[src/rtl/csatm_pkg.sv]
// Shared constants, parameter bounds and types for the truncated CSA multiplier pipeline.
package csatm_pkg;

  localparam int unsigned NMin      = 2;
  localparam int unsigned NMax      = 32;
  localparam int unsigned StagesMin = 1;
  localparam int unsigned StagesMax = 4;
  localparam int unsigned SkipBsMin = 2;
  localparam int unsigned SkipBsMax = 8;

  // Product width for an n-bit operand pair.
  function automatic int unsigned pw(input int unsigned n);
    return 2 * n;
  endfunction

  // Elaboration-time legality of a parameter set.
  function automatic bit params_ok(input int unsigned n, input int unsigned k,
                                   input int unsigned stages, input int unsigned skip_bs);
    return (n >= NMin) && (n <= NMax) && (k <= n) &&
           (stages >= StagesMin) && (stages <= StagesMax) &&
           (skip_bs >= SkipBsMin) && (skip_bs <= SkipBsMax);
  endfunction

  // Redundant (sum, carry) pair, sized for the widest supported operand.
  typedef struct packed {
    logic [2*NMax-1:0] sum;
    logic [2*NMax-1:0] carry;
  } csa_vec_t;

endpackage

[src/rtl/u_csatm_pipe_if.sv]
// Operand-in / product-out stream bundle of the truncated multiplier.
interface u_csatm_pipe_if
  import csatm_pkg::*;
#(
  parameter int unsigned N = 8
) ();

  logic             in_valid;
  logic             in_ready;
  logic [N-1:0]     in_a;
  logic [N-1:0]     in_b;
  logic             in_trunc;
  logic             out_valid;
  logic             out_ready;
  logic [pw(N)-1:0] out_prod;
  logic             out_trunc;

  modport master (
    output in_valid, in_a, in_b, in_trunc, out_ready,
    input  in_ready, out_valid, out_prod, out_trunc
  );

  modport slave (
    input  in_valid, in_a, in_b, in_trunc, out_ready,
    output in_ready, out_valid, out_prod, out_trunc
  );

endinterface

[src/rtl/u_cska_n.sv]
// Combinational carry-skip adder: ripple inside each BS-bit block, block carry bypassed
// when every bit of the block propagates.
module u_cska_n #(
  parameter int unsigned W  = 16,
  parameter int unsigned BS = 4
) (
  input  logic [W-1:0] a,
  input  logic [W-1:0] b,
  output logic [W:0]   sum
);

  localparam int unsigned NBlk = (W + BS - 1) / BS;

  logic [W-1:0]  p;
  logic [W-1:0]  g;
  logic [W-1:0]  s_bits;
  logic [NBlk:0] bc;
  logic          rc;
  logic          bp;

  // Ripple within a block; the skip mux picks the block carry-in when the block propagates.
  always_comb begin
    p      = a ^ b;
    g      = a & b;
    s_bits = '0;
    bc     = '0;
    rc     = 1'b0;
    bp     = 1'b1;
    for (int unsigned i = 0; i < W; i++) begin
      if (i % BS == 0) begin
        rc = bc[i / BS];
        bp = 1'b1;
      end
      s_bits[i] = p[i] ^ rc;
      rc        = g[i] | (p[i] & rc);
      bp        = bp & p[i];
      if ((i % BS == BS - 1) || (i == W - 1)) begin
        bc[i / BS + 1] = bp ? bc[i / BS] : rc;
      end
    end
    sum = {bc[NBlk], s_bits};
  end

endmodule

[src/rtl/u_csatm_pipe.sv]
// Pipelined unsigned truncated carry-save array multiplier with a carry-skip final adder
// and a valid/ready stream interface. The whole pipeline advances together on adv.
module u_csatm_pipe
  import csatm_pkg::*;
#(
  parameter int unsigned N       = 8,
  parameter int unsigned K       = 4,
  parameter int unsigned STAGES  = 2,
  parameter int unsigned SKIP_BS = 4
) (
  input logic          clk,
  input logic          rst_n,
  u_csatm_pipe_if.slave s
);

  localparam int unsigned  P     = pw(N);
  localparam int unsigned  H     = N / 2;
  // Clearing operand bits below K drops every a[i]&b[j] term with i<K or j<K.
  localparam logic [N-1:0] KMask = {N{1'b1}} << K;

  if (!params_ok(N, K, STAGES, SKIP_BS)) begin : g_bad_params
    $fatal(1, "u_csatm_pipe: parameter out of range");
  end

  typedef struct packed {
    logic         vld;
    logic         trunc;
    logic [N-1:0] a;
    logic [N-1:0] b;
    logic [P-1:0] sum;
    logic [P-1:0] carry;
  } stage_t;

  // Fold multiplier rows [lo, hi) into the redundant sum/carry pair with 3:2 compressors.
  function automatic stage_t csa_rows(input stage_t st, input int unsigned lo,
                                      input int unsigned hi);
    stage_t       r;
    logic [P-1:0] pp;
    logic [P-1:0] sm;
    logic [P-1:0] cy;
    r = st;
    for (int unsigned j = lo; j < hi; j++) begin
      pp      = {P{r.b[j]}} & (P'(r.a) << j);
      sm      = r.sum ^ r.carry ^ pp;
      cy      = ((r.sum & r.carry) | (r.sum & pp) | (r.carry & pp)) << 1;
      r.sum   = sm;
      r.carry = cy;
    end
    return r;
  endfunction

  logic         adv;
  stage_t       pp_c, pp_s, mid_c, mid_s, arr_c, arr_s;
  logic [P:0]   add_out;
  logic         out_valid_q;
  logic         out_trunc_q;
  logic [P-1:0] out_prod_q;
  logic         unused_cout;
  logic [2*N-1:0] unused_ops;

  assign adv        = ~out_valid_q | s.out_ready;
  assign s.in_ready = adv;

  // Partial-product generation: operand masking by mode, empty redundant pair.
  always_comb begin
    pp_c       = '0;
    pp_c.vld   = s.in_valid;
    pp_c.trunc = s.in_trunc;
    pp_c.a     = s.in_trunc ? (s.in_a & KMask) : s.in_a;
    pp_c.b     = s.in_trunc ? (s.in_b & KMask) : s.in_b;
  end

  if (STAGES >= 3) begin : g_cut_pp
    // Register after partial-product generation.
    always_ff @(posedge clk or negedge rst_n) begin
      if (!rst_n)   pp_s <= '0;
      else if (adv) pp_s <= pp_c;
    end
  end else begin : g_pass_pp
    assign pp_s = pp_c;
  end

  assign mid_c = csa_rows(pp_s, 0, H);

  if (STAGES >= 4) begin : g_cut_mid
    // Register halfway down the array.
    always_ff @(posedge clk or negedge rst_n) begin
      if (!rst_n)   mid_s <= '0;
      else if (adv) mid_s <= mid_c;
    end
  end else begin : g_pass_mid
    assign mid_s = mid_c;
  end

  assign arr_c = csa_rows(mid_s, H, N);

  if (STAGES >= 2) begin : g_cut_arr
    // Register after the full CSA array.
    always_ff @(posedge clk or negedge rst_n) begin
      if (!rst_n)   arr_s <= '0;
      else if (adv) arr_s <= arr_c;
    end
  end else begin : g_pass_arr
    assign arr_s = arr_c;
  end

  u_cska_n #(
    .W  (P),
    .BS (SKIP_BS)
  ) u_final_add (
    .a   (arr_s.sum),
    .b   (arr_s.carry),
    .sum (add_out)
  );

  // The product always fits in P bits; operands are spent once the array is done.
  assign unused_cout = add_out[P];
  assign unused_ops  = {arr_s.a, arr_s.b};

  // Output register; holds while the consumer stalls.
  always_ff @(posedge clk or negedge rst_n) begin
    if (!rst_n) begin
      out_valid_q <= 1'b0;
      out_prod_q  <= '0;
      out_trunc_q <= 1'b0;
    end else if (adv) begin
      out_valid_q <= arr_s.vld;
      out_prod_q  <= add_out[P-1:0];
      out_trunc_q <= arr_s.trunc;
    end
  end

  assign s.out_valid = out_valid_q;
  assign s.out_prod  = out_prod_q;
  assign s.out_trunc = out_trunc_q;

endmodule
[src/flat_wrapper.sv]
// flat-port wrapper written by rule: the top's interface ports become plain ports
module u_csatm_pipe_flat import csatm_pkg::*;
#(
  parameter int unsigned N       = 8,
  parameter int unsigned K       = 4,
  parameter int unsigned STAGES  = 2,
  parameter int unsigned SKIP_BS = 4
)
  (clk, rst_n, s_in_valid, s_in_a, s_in_b, s_in_trunc, s_out_ready, s_in_ready, s_out_valid, s_out_prod, s_out_trunc);
  u_csatm_pipe_if #(.N(N)) s_i ();
  input logic clk;
  input logic rst_n;
  input wire logic [$bits(s_i.in_valid)-1:0] s_in_valid;
  input wire logic [$bits(s_i.in_a)-1:0] s_in_a;
  input wire logic [$bits(s_i.in_b)-1:0] s_in_b;
  input wire logic [$bits(s_i.in_trunc)-1:0] s_in_trunc;
  input wire logic [$bits(s_i.out_ready)-1:0] s_out_ready;
  output wire logic [$bits(s_i.in_ready)-1:0] s_in_ready;
  output wire logic [$bits(s_i.out_valid)-1:0] s_out_valid;
  output wire logic [$bits(s_i.out_prod)-1:0] s_out_prod;
  output wire logic [$bits(s_i.out_trunc)-1:0] s_out_trunc;
  assign s_i.in_valid = s_in_valid;
  assign s_i.in_a = s_in_a;
  assign s_i.in_b = s_in_b;
  assign s_i.in_trunc = s_in_trunc;
  assign s_i.out_ready = s_out_ready;
  assign s_in_ready = s_i.in_ready;
  assign s_out_valid = s_i.out_valid;
  assign s_out_prod = s_i.out_prod;
  assign s_out_trunc = s_i.out_trunc;
  u_csatm_pipe #(.N(N), .K(K), .STAGES(STAGES), .SKIP_BS(SKIP_BS)) u_core (.clk(clk), .rst_n(rst_n), .s(s_i));
endmodule
[config.mk]
export PLATFORM = sky130hd
export DESIGN_NAME = u_csatm_pipe_flat
export DESIGN_NICKNAME = d
export VERILOG_FILES = /design/src/rtl/csatm_pkg.sv /design/src/rtl/u_csatm_pipe_if.sv /design/src/rtl/u_cska_n.sv /design/src/rtl/u_csatm_pipe.sv /design/src/flat_wrapper.sv
export SDC_FILE = /design/constraint.sdc
export NUM_CORES = 1
export LEC_CHECK = 0
export CORE_MARGIN = 5
export CORE_UTILIZATION = 60
export DETAILED_ROUTE_END_ITERATION = 8
export PLACE_DENSITY = 0.85
export SLEW_MARGIN = 15
export SYNTH_ARGS = -nofsm -noshare
export SYNTH_HDL_FRONTEND = slang
export SYNTH_SLANG_ARGS = --single-unit
[constraint.sdc]
create_clock -name clk -period 5.3 [get_ports clk]
set_input_delay 0.795 -clock clk [delete_from_list [all_inputs] [get_ports clk]]
set_output_delay 0.795 -clock clk [all_outputs]
set_load 0.03 [all_outputs]
Fig. 1: M1 wires
Scale bar: 20 um.
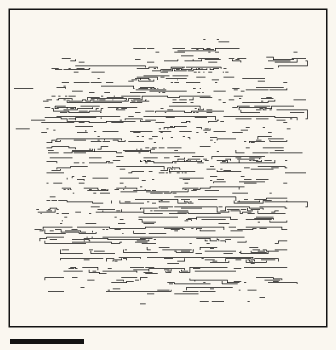
nets with wire on the layer: 348
wire length on this layer: 2450 um
share of all routed wire: 42%
main direction: horizontal
longest straight run: 38.2 um

Fig. 2: M2 wires
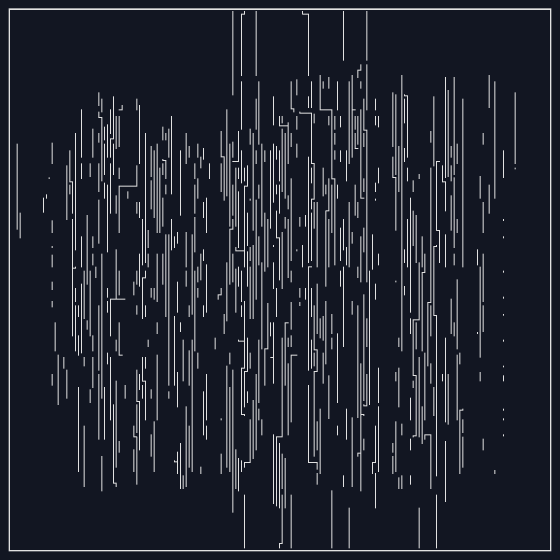
main direction: vertical
longest straight run: 43.5 um
share of all routed wire: 52%
wire length on this layer: 3040 um
nets with wire on the layer: 367

==> Slide: Implementation Results <==
Synthesis and Place & Route Summary

Critical path
  • Critical Path, Cell by Cell: clkdlybuf4s50_1 > nor2b_1 > and2_1 > ha_1 > inv_1 > fa_1 > fa_1 > inv_1 > fa_1 > inv_1 > fa_1 > fa_1 > inv_1 > fa_1 > mux2_4
  • Critical setup path kind: in2reg
  • Startpoint types: input pin
  • Crit path max-delay cell type: fa_1
  • Arrival time at the worst endpoint: 5.14 ns
  • Worst reg2reg path depth: 13
  • Most frequent CP cell: fa_1
  • CP Data Required Time: between 5 and 6 ns
  • CP Capture Type: flop
  • Crit Path Max Fanout: 5

STA
  • Final setup violation count: 0
  • Unrepaired setup endpoints after global routing: no
  • Final Critical Period: a little under 5 ns
  • Worst slew margin: 0.398
  • Slew of the pin with the lowest slew margin: ~0.9 ns
  • Clk_skew: about 0.012 ns
  • Crit share post-route: 0.937
  • Max Fclk: roughly 200 MHz
  • Hold Vio Cnt, Final: 0

Min path
  • Cell count of the worst hold path: 1
  • HP Class: reg2reg

Detailed routing
  • Vias: 2072
  • Routed wire length: 5800 um
  • Antenna-violating nets left: 0
  • DRC violations left: 0
  • Initial DRC Count: approximately 57
  • Vias/cell: between 5 and 6

Synth
  • Synthesized instance count: 284
  • Adder-cell share of the synthesized area: 0.323
  • Top comb family, area: adder cells
  • Yosys chip area: between 3000 and 4000 um^2
  • Most common cell in the netlist: fa_1
  • Simple share: 0.142
  • Ys async rst share: 1.00
  • Syn Area/Cell: between 10 and 15 um^2
  • Mux share: 0.131
  • Yosys cell types: 20
  • Seq share, synth: 0.309
  • Complex Gates by Area: 0.0257
  • Post-synth top area cell: dfrtp_1
  • Post-synth regs: about 42

Power
  • Power Density: about 330 nW/um^2
  • VDD IR max: 0.217 mV
  • Leak: 1.78 nW

Finish
  • Layout cells sized above 1: 0.157
  • Ant. Diodes: 0
  • Area Overhead vs Synth: 16.2%
  • Layout net count: ~400

Clock tree
  • Clock tree buffer depth: 2
  • Setup Fix Bufs, Post-CTS: 0
  • CTS tree: done
  • Clock-pin slew on the worst setup and hold paths: around 0.08 ns
  • PostCTS Resize Cnt: 0
  • Inserted Clock Buffers: 5
  • Max H-tree Level: 2

Outcome
  • Status: completed

GRT
  • Largest net degree at the start of global routing: around 43
  • Grt ovf: 0
  • Antenna violations before repair: 0
  • Vias in the first global route: between 2000 and 2500

Die
  • CORE AREA: 5510 um^2
  • Die area: roughly 7300 um^2
  • Die Wd: approximately 85 um
  • Io pins: around 40
  • FP Util: 0.618
  • # rows: 27

Placed design
  • GPL Wtd Cong: between 0.8 and 0.9
  • Port-buffer cells: 39

Flow run
  • Total of max-cap violations: 0
Fig. 3: met3 routing
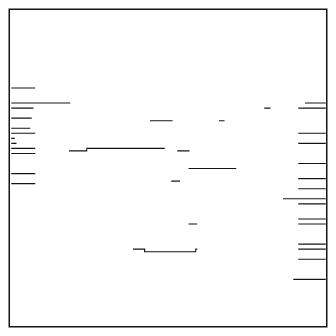
main direction: horizontal
share of all routed wire: 4.4%
wire length on this layer: 254 um
nets with wire on the layer: 30

## final cells by class
type                            instances  area, um^2
Clock buffer                            6        72.6
Clock inverter                          2        13.8
Fill cell                             386        1550
Inverter                               44         165
Multi-Input combinational cell        190        2120
Sequential cell                        42        1050
Tap cell                               72        90.1
Timing Repair Buffer                   47         445
## logic make-up after synthesis
family                     count (synthesis)
and+or+nand+nor                           90
adders and majority gates                 59
buffers and inverters                     52
DFF                                       42
muxes                                     31
AOI/OAI and AO/OA                         10
## metal layers
metal	wire length, um	up-vias	track usage	share of wire
li1	-	957	-	-
met4	61	0	0.0417	0.011
met1	2450	1068	0.232	0.42
met2	3040	38	0.298	0.52
met5	0	-	0	0
met3	253	9	0.0320	0.044
## path summary, 6_finish.rpt
check / start / end / slack (ns)
max: s_in_trunc / u_core.arr_s[23]$_DFFE_PN0P_ / 0.33
min: u_core.arr_s[49]$_DFFE_PN0P_ / u_core.s.out_valid$_DFFE_PN0P_ / 0.48
max reg2reg: u_core.arr_s[8]$_DFFE_PN0P_ / u_core.s.out_prod[14]$_DFFE_PN0P_ / 2.07
min reg2reg: u_core.arr_s[49]$_DFFE_PN0P_ / u_core.s.out_valid$_DFFE_PN0P_ / 0.48
max in group asynchronous: rst_n / u_core.arr_s[8]$_DFFE_PN0P_ / 4.11
min in group asynchronous: rst_n / u_core.s.out_valid$_DFFE_PN0P_ / 0.62
## per-stage QoR
stage                     hold WS (ns)  area [um^2]  std cells  worst slack [ns]
after CTS                        0.483         3950        403             0.329
after global placement           0.448         3870        395             0.125
after floorplan                  0.435         3400        284             0.588
final                            0.482         3950        403             0.334
after global routing             0.493         3950        403             0.165
after detailed placement         0.461         3870        395            0.0423
## placed cells by master (no fill, tap or decap)
master	Yosys	layout
fa_1	48	48
buf_2	2	1
ha_1	11	11
nor3b_1	9	9
clkdlybuf4s50_1	0	38
dfrtp_1	42	42
a31o_1	1	1
clkinv_2	0	1
a21oi_2	9	9
nand2b_1	1	1
and2_1	24	24
nor2b_1	13	13
mux2i_1	1	1
nand2_1	40	40
and3b_1	1	1
nand4_1	1	1
mux2_1	4	4
inv_1	44	44
mux2_4	26	26
nand2b_4	1	1
clkbuf_8	0	5
buf_4	0	8
clkinv_4	0	1
clkbuf_1	1	1
## worst max-delay path: cells and delay by family
family	cells	cell delay, ns
muxes	1	0.26
buffers and inverters	5	0.71
and+or+nand+nor	2	0.44
adders and majority gates	7	2.95
## sequential cells by signal, summed over array words and instances, names as in the netlist
signal,flops
u_core.s.out_trunc,1
u_core.s.out_valid,1
u_core.s.out_prod,16
u_core.arr_s,24
## power breakdown
group | switching (mW) | internal (mW)
combinational | 0.305 | 0.314
sequential | 0.0690 | 0.419
clock | 0.109 | 0.0929
No activity file was given, so power comes from the tool's default toggle rates.
